Figure 1. Cell outlines without signal wires.
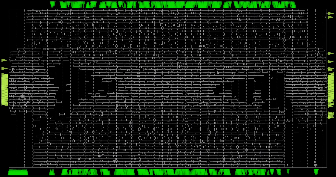
Figure 2. Cells coloured by class.
Fill, decap, tap and diode cells in grey.
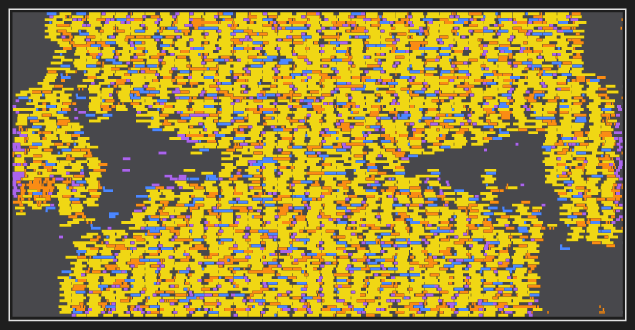
Figure 3. Signal metal coverage by tile.
Scale bar: 200 um. 29 x 15 tiles, from black (low) to pale yellow (high), scaled to the fullest tile. Values are wire area over tile area, all layers added.
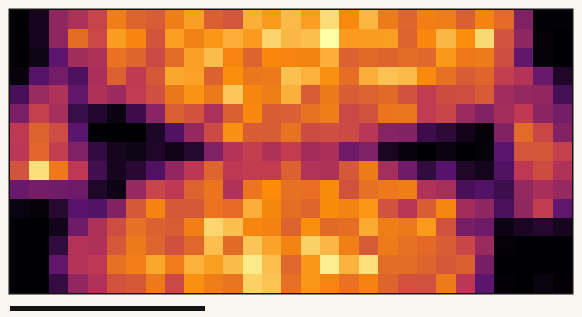
$ cat config.mk
export PLATFORM = sky130hd
export DESIGN_NAME = redmule_x_pingpong_flat
export DESIGN_NICKNAME = d
export VERILOG_FILES = /design/src/rtl/redmule_x_pingpong_if.sv /design/src/rtl/redmule_x_pingpong.sv /design/src/flat_wrapper.sv
export SDC_FILE = /design/constraint.sdc
export NUM_CORES = 2
export LEC_CHECK = 0
export CORE_ASPECT_RATIO = 0.5
export CORE_MARGIN = 2
export CORE_UTILIZATION = 59
export CTS_CLUSTER_SIZE = 10
export DETAILED_ROUTE_END_ITERATION = 6
export PLACE_DENSITY = 0.86
export SLEW_MARGIN = 15
export SYNTH_ARGS = -nofsm -noshare
export SYNTH_HDL_FRONTEND = slang
export SYNTH_SLANG_ARGS = --single-unit
$ cat constraint.sdc
create_clock -name clk_i -period 11.11 [get_ports clk_i]
set_clock_uncertainty 0.05 [all_clocks]
set_input_delay 2.222 -clock clk_i [delete_from_list [all_inputs] [get_ports clk_i]]
set_output_delay 2.222 -clock clk_i [all_outputs]
set_load 0.05 [all_outputs]
$ cat src/rtl/redmule_x_pingpong_if.sv
// hwpe_stream_intf_stream: valid/ready stream bundle carrying X beats from the streamer.
interface hwpe_stream_intf_stream #(
  parameter int unsigned DATA_WIDTH = 32
);
  logic                    valid;
  logic                    ready;
  logic [DATA_WIDTH-1:0]   data;
  logic [DATA_WIDTH/8-1:0] strb;
  modport sink (input valid, data, strb, output ready);
  modport source (output valid, data, strb, input ready);
endinterface

$ cat src/rtl/redmule_x_pingpong.sv
// redmule_x_pingpong: double-buffered X tile buffer between streamer and engine.
// Define REDMULE_XBUF_PERF_EN to enable the saturating backpressure counter on stall_cnt_o.
module redmule_x_pingpong #(
  parameter int unsigned DW    = 288,
  parameter int unsigned DEPTH = 4,
  parameter int unsigned AW_L  = $clog2(DEPTH)
) (
  input  logic                 clk_i,
  input  logic                 rst_ni,
  input  logic                 clear_i,
  input  logic                 enable_i,
  hwpe_stream_intf_stream.sink x_stream_i,
  input  logic [AW_L:0]        tile_len_i,
  input  logic                 rd_en_i,
  input  logic [AW_L-1:0]      rd_addr_i,
  input  logic                 tile_release_i,
  output logic                 tile_valid_o,
  output logic [DW-1:0]        rd_data_o,
  output logic                 rd_valid_o,
  output logic [1:0]           banks_full_o,
  output logic [15:0]          stall_cnt_o
);
  localparam logic [AW_L:0] LMAX = (AW_L+1)'(DEPTH);
  localparam logic [AW_L:0] ONE  = (AW_L+1)'(1);
  logic [DW-1:0] mem [2][DEPTH];
  logic [1:0]    full, full_n;
  logic          wsel, rsel, hs, last, rel, rd_hit;
  logic [AW_L:0] wcnt, len_q, len_c, len_e;
  logic [DW-1:0] rd_data_q;
  logic          rd_valid_q;

  assign x_stream_i.ready = enable_i && !full[wsel];
  assign hs     = x_stream_i.valid && x_stream_i.ready;
  assign len_c  = tile_len_i == '0 ? ONE : tile_len_i > LMAX ? LMAX : tile_len_i;
  assign len_e  = wcnt == '0 ? len_c : len_q;
  assign last   = wcnt == len_e - ONE;
  assign rel    = tile_release_i && full[rsel];
  assign rd_hit = rd_en_i && full[rsel];

  // Fill and release always hit different banks, so both updates can apply together.
  always_comb begin
    full_n = full;
    if (hs && last) full_n[wsel] = 1'b1;
    if (rel) full_n[rsel] = 1'b0;
  end

  always_ff @(posedge clk_i or negedge rst_ni) begin
    if (!rst_ni) begin
      full       <= '0;
      wsel       <= 1'b0;
      rsel       <= 1'b0;
      wcnt       <= '0;
      len_q      <= '0;
      rd_valid_q <= 1'b0;
      rd_data_q  <= '0;
    end else if (clear_i) begin
      full       <= '0;
      wsel       <= 1'b0;
      rsel       <= 1'b0;
      wcnt       <= '0;
      rd_valid_q <= 1'b0;
    end else begin
      full       <= full_n;
      rsel       <= rel ? ~rsel : rsel;
      rd_valid_q <= rd_hit;
      if (rd_hit) rd_data_q <= mem[rsel][rd_addr_i];
      if (hs) begin
        if (wcnt == '0) len_q <= len_c;
        wsel <= last ? ~wsel : wsel;
        wcnt <= last ? '0 : wcnt + ONE;
      end
    end
  end

  // Storage is not reset; clear leaves contents in place.
  always_ff @(posedge clk_i) begin
    if (hs && !clear_i) mem[wsel][wcnt[AW_L-1:0]] <= x_stream_i.data;
  end

`ifdef REDMULE_XBUF_PERF_EN
  logic [15:0] stall_q;
  always_ff @(posedge clk_i or negedge rst_ni) begin
    if (!rst_ni) stall_q <= '0;
    else if (clear_i) stall_q <= '0;
    else if (x_stream_i.valid && !x_stream_i.ready && stall_q != 16'hFFFF) stall_q <= stall_q + 16'd1;
  end
  assign stall_cnt_o = stall_q;
`else
  assign stall_cnt_o = '0;
`endif

  assign tile_valid_o = full[rsel];
  assign banks_full_o = full;
  assign rd_data_o    = rd_data_q;
  assign rd_valid_o   = rd_valid_q;
endmodule

$ cat src/flat_wrapper.sv
// flat-port wrapper written by rule: the top's interface ports become plain ports
module redmule_x_pingpong_flat 
#(
  parameter int unsigned DW    = 288,
  parameter int unsigned DEPTH = 4,
  parameter int unsigned AW_L  = $clog2(DEPTH)
)
  (clk_i, rst_ni, clear_i, enable_i, tile_len_i, rd_en_i, rd_addr_i, tile_release_i, tile_valid_o, rd_data_o, rd_valid_o, banks_full_o, stall_cnt_o, x_stream_i_valid, x_stream_i_data, x_stream_i_strb, x_stream_i_ready);
  hwpe_stream_intf_stream #(.DATA_WIDTH(DW)) x_stream_i_i ();
  input  logic clk_i;
  input  logic rst_ni;
  input  logic clear_i;
  input  logic enable_i;
  input  logic [AW_L:0] tile_len_i;
  input  logic rd_en_i;
  input  logic [AW_L-1:0] rd_addr_i;
  input  logic tile_release_i;
  output logic tile_valid_o;
  output logic [DW-1:0] rd_data_o;
  output logic rd_valid_o;
  output logic [1:0] banks_full_o;
  output logic [15:0] stall_cnt_o;
  input wire logic [$bits(x_stream_i_i.valid)-1:0] x_stream_i_valid;
  input wire logic [$bits(x_stream_i_i.data)-1:0] x_stream_i_data;
  input wire logic [$bits(x_stream_i_i.strb)-1:0] x_stream_i_strb;
  output wire logic [$bits(x_stream_i_i.ready)-1:0] x_stream_i_ready;
  assign x_stream_i_i.valid = x_stream_i_valid;
  assign x_stream_i_i.data = x_stream_i_data;
  assign x_stream_i_i.strb = x_stream_i_strb;
  assign x_stream_i_ready = x_stream_i_i.ready;
  redmule_x_pingpong #(.DW(DW), .DEPTH(DEPTH), .AW_L(AW_L)) u_core (.clk_i(clk_i), .rst_ni(rst_ni), .clear_i(clear_i), .enable_i(enable_i), .x_stream_i(x_stream_i_i), .tile_len_i(tile_len_i), .rd_en_i(rd_en_i), .rd_addr_i(rd_addr_i), .tile_release_i(tile_release_i), .tile_valid_o(tile_valid_o), .rd_data_o(rd_data_o), .rd_valid_o(rd_valid_o), .banks_full_o(banks_full_o), .stall_cnt_o(stall_cnt_o));
endmodule
==> git commit body <==
Update PnR metrics after Yosys + OpenROAD run

- CP Data Required Time: 8840 ps
- Type of element launching the critical path: input port
- Max stage delay on crit path: 800 ps
- Number of instances resized during post-cts repair: 0
- Worst setup timing slack at the placement stage: 5130 ps
- Worst vdd ir: 173 uV
- Die boundary width: 577 um
* Launch point of the worst reg-to-reg path: u_core.rsel
* Main synth FF type: sky130_fd_sc_hd__edfxtp_1
- In this run the cell area of the synthesized design comes to 96,900 um2.
* Routed WL per cell: 31.2 um
* DPL Wire Length: 115,000 um
* Met1 Resource Use GR: 35.3%
- STA puts the critical path data arrival time at 3650 ps.
- The report lists the cells along the critical path as clkdlybuf4s50_1 -> o21a_1 -> clkdlybuf4s50_1.
* Number of stages on the worst setup path: 3
* Insertion delay at the late pin of the worst-skew pair: 830 ps
- Seq pwr share: 46.9%
* Number of flip-flops under the largest register name: 2,304
- The via count of the first global-routing pass was 51,100.
- For this design, the sink count on the clock tree is 2,603.
- Post-synthesis cell count from yosys: 4,356
- The clock network is responsible for 36.7% of the overall power.
* Maximum fanout count along the critical path: 2
* CP startpoint: enable_i
- Storage element area: 76,700 um2
- Including well taps, the total number of placed cells is 6,972.
* Min setup slack post-route: 5190 ps
* Worst setup EP type: primary output
- Finished layout cell area: 114,000 um2
- Die extent in y: 291 um
- The first detailed-routing pass ran for 6 iterations.
- Worst-margin pin slew: 1200 ps
- Reported leakage power: 37.6 nW
- Non-clock buffer contribution to total cell area: 5.88%
* Clock buf count: 517
- Synthesis inferred 2,603 register bits.
* Cycle use final: 53.3%
* Worst min-delay path startpoint: u_core.rd_data_o[218]
- Global routing consumed, on the met2 layer, 46.8% of the routing resources.
* Signal inverters: 5
- Register fraction of the total cell area: 67.2%
- Global-route usage over all layers: 28.2%
- The flow ran to the end, and the final reports show no timing, DRC or antenna violations.
- Counting flops with a built-in enable in the synthesized netlist gives 2,304.
- Leaving out the clock tree, the finished layout contains a buffer count of 651.
- Gate Count Post-Synth: 4,356
- The endpoint of the worst hold path is reported as u_core.rd_data_o[218].
- Maximum operating frequency: 169 MHz
* Switching component of the power: 0.00698 W
* Final Total Pwr: 0.0246 W
- Max-slew violation count: 0
- Final weighted congestion in routability-driven placement: 0.770
- Per the final layout report, the fraction of cells sized above drive strength 1 comes to 18.5%.
- Type of the most critical hold path: flop to flop
- Detailed routing inserted a total of 48,600 vias.
- In this run, the combinational gates consume 16.4% of the power.
- Entering global routing, the biggest net connects 159 pins.
- # diodes: 82
* Setup slack of the most critical reg-to-reg path: 5650 ps
* Number of cells on the worst reg-to-reg path: 7
* Register share after synthesis: 79.2%
* Final-stage net count: 5,424
* DRC violations left: 0
* Internal power: 0.0177 W
* Top-area cell type share of the netlist area: 71.4%
- CTS tree: done
* Tally of filler cells in the layout: 9,103
- In the synthesis report, Yosys lists the chip area as 96,900 um2.
* Starting utilization of the core area: 59.2%
- Top Usage Layer GRT: met2
- Final Hold Viols: 0
* Met3 Resource Use GR: 4.20%
* Max_slew headroom: 20.3%
* Chip footprint: 168,000 um2
- Number of violations reported at the end of detailed-routing iteration 0: 4,897
- Buffers added to address setup during post-CTS repair amount to 0.
* Total power density per cell area: 216 nW/um2
- Setup repair after global routing left no endpoint under its margin.
* Biggest area consumer among synthesized cells: sky130_fd_sc_hd__edfxtp_1
- The most common logic cell in the final layout is sky130_fd_sc_hd__edfxtp_1.
- The cell family contributing the most delay on the critical path is buffers and inverters.
* Root cell of the clock tree: sky130_fd_sc_hd__clkbuf_16
* Met2 routed WL: 123,000 um
- The first global-routing pass estimated 342,000 um of wire.
- Critical path's slowest cell: sky130_fd_sc_hd__clkdlybuf4s50_1
- Yosys attributes the largest share of cell area to sky130_fd_sc_hd__edfxtp_1 71%, sky130_fd_sc_hd__mux4_2 13%, sky130_fd_sc_hd__dfrtp_1 7.7%, sky130_fd_sc_hd__mux2i_1 3.0%, sky130_fd_sc_hd__a21oi_1 1.5%.
- Per the post-route antenna check, the number of violating nets is 0.
* Combined buffer and inverter count along the critical path: 2
- Area of combinational cells with multiple inputs: 18,900 um2
- The endpoint identified for the worst register-to-register timing path is u_core.rd_data_o[53].
* Cell group occupying the most layout area: registers
- Layout Area Growth over Synthesis: 17.7%
- Initial antenna violation count: 86
- Clk pin slew, worst setup/hold paths: 50 ps
- Per the detail_route log, the uppermost layer with routed signals is met5.
* Inserted tap cell count: 2,193
- Wires add up to 237,000 um.
- Number of ports placed on the die boundary: 645
- The critical path ends at x_stream_i_ready.
- Once placement finished, the instance area stood at 105,000 um2.
* Depth of the CTS H-tree: 5
- Share of flip-flops with an asynchronous set or reset: 11.5%
* Shortest clock period the worst path allows after layout: 5920 ps
- The routed design shows a via density per instance of 6.40.
* Number of distinct library cells after synthesis: 36
- In the per-layer summary, the met1 wirelength comes to 83,000 um.
- Setup-violating endpoint count in the final report: 0
- Along the worst hold path, the cell count comes to 2.
- In this run the core area contains 105 standard-cell rows.
- Net switching is 28.3% of the power.
- CTS added clock buffers totalling 302.
- Count of input and output buffers: 592
* Number of warning messages in the logs: 115
- 1,520 cells are multi-input combinational gates.
* Area of the core region: 164,000 um2
* Number of buffers added to fix hold violations after cts: 0
- Each instance of the synthesized netlist takes up on average 22.2 um2.
- The setup path with the least slack is of type input port to primary output.
* Setup TNS: 0 ps
* Most frequent cells after synthesis: 2,304 x sky130_fd_sc_hd__edfxtp_1, 576 x sky130_fd_sc_hd__mux4_2, 299 x sky130_fd_sc_hd__dfrtp_1
- On the final layout, the worst hold slack is 478 ps.
- Post-layout instance count excluding filler cells: 7,590
* Largest buffer count on any clock path: 4
- Max-capacitance violation count: 0
- Clock cells make up 7.66% of the layout cell area.
Back to the opening pictures, Figure 1:
Seq Cell Count: 2,603
utilization of the core after routing: 69.7%

Back to the opening pictures, Figure 2:
Key: orange = combinational and other logic [cells 1,525, share of their area 17%]; purple = other buffers and delay cells [cells 651, share of their area 6.0%]; blue = clock drivers and dummy loads [cells 536, share of their area 7.9%]; yellow = flops [cells 2,603, share of their area 69%]

Back to the opening pictures, Figure 3:
60% of the tiles are over half the peak. The fullest tile reaches 0.47. The mean over all tiles is 0.24. 8.3% of the tiles are nearly empty.

tightest hold or removal path: stages (launching register included):
cell,delay [ps]
sky130_fd_sc_hd__dfrtp_1,340
sky130_fd_sc_hd__nor2_1,50
sky130_fd_sc_hd__a21oi_1,100
power by group through the flow:
stage,registers (W),clock network (W),logic (W)
floorplan,0.0133,0,0.000770
global placement,0.0117,0,0.00390
detailed placement,0.0117,0,0.00398
CTS,0.0115,0.00911,0.00406
global route,0.0116,0.00951,0.00417
finish,0.0116,0.00904,0.00405
cell families after synthesis:
family                   share of synthesized area [%]
AND-OR/OR-AND                                     1.64
XOR/XNOR                                        0.0271
adder cells (fa/ha/maj)                         0.0646
buffers and inverters                             1.40
flip-flops                                        79.2
multiplexers                                      16.4
other                                          0.00387
AND/OR/NAND/NOR                                   1.30
Power and IR drop assume default switching activity.
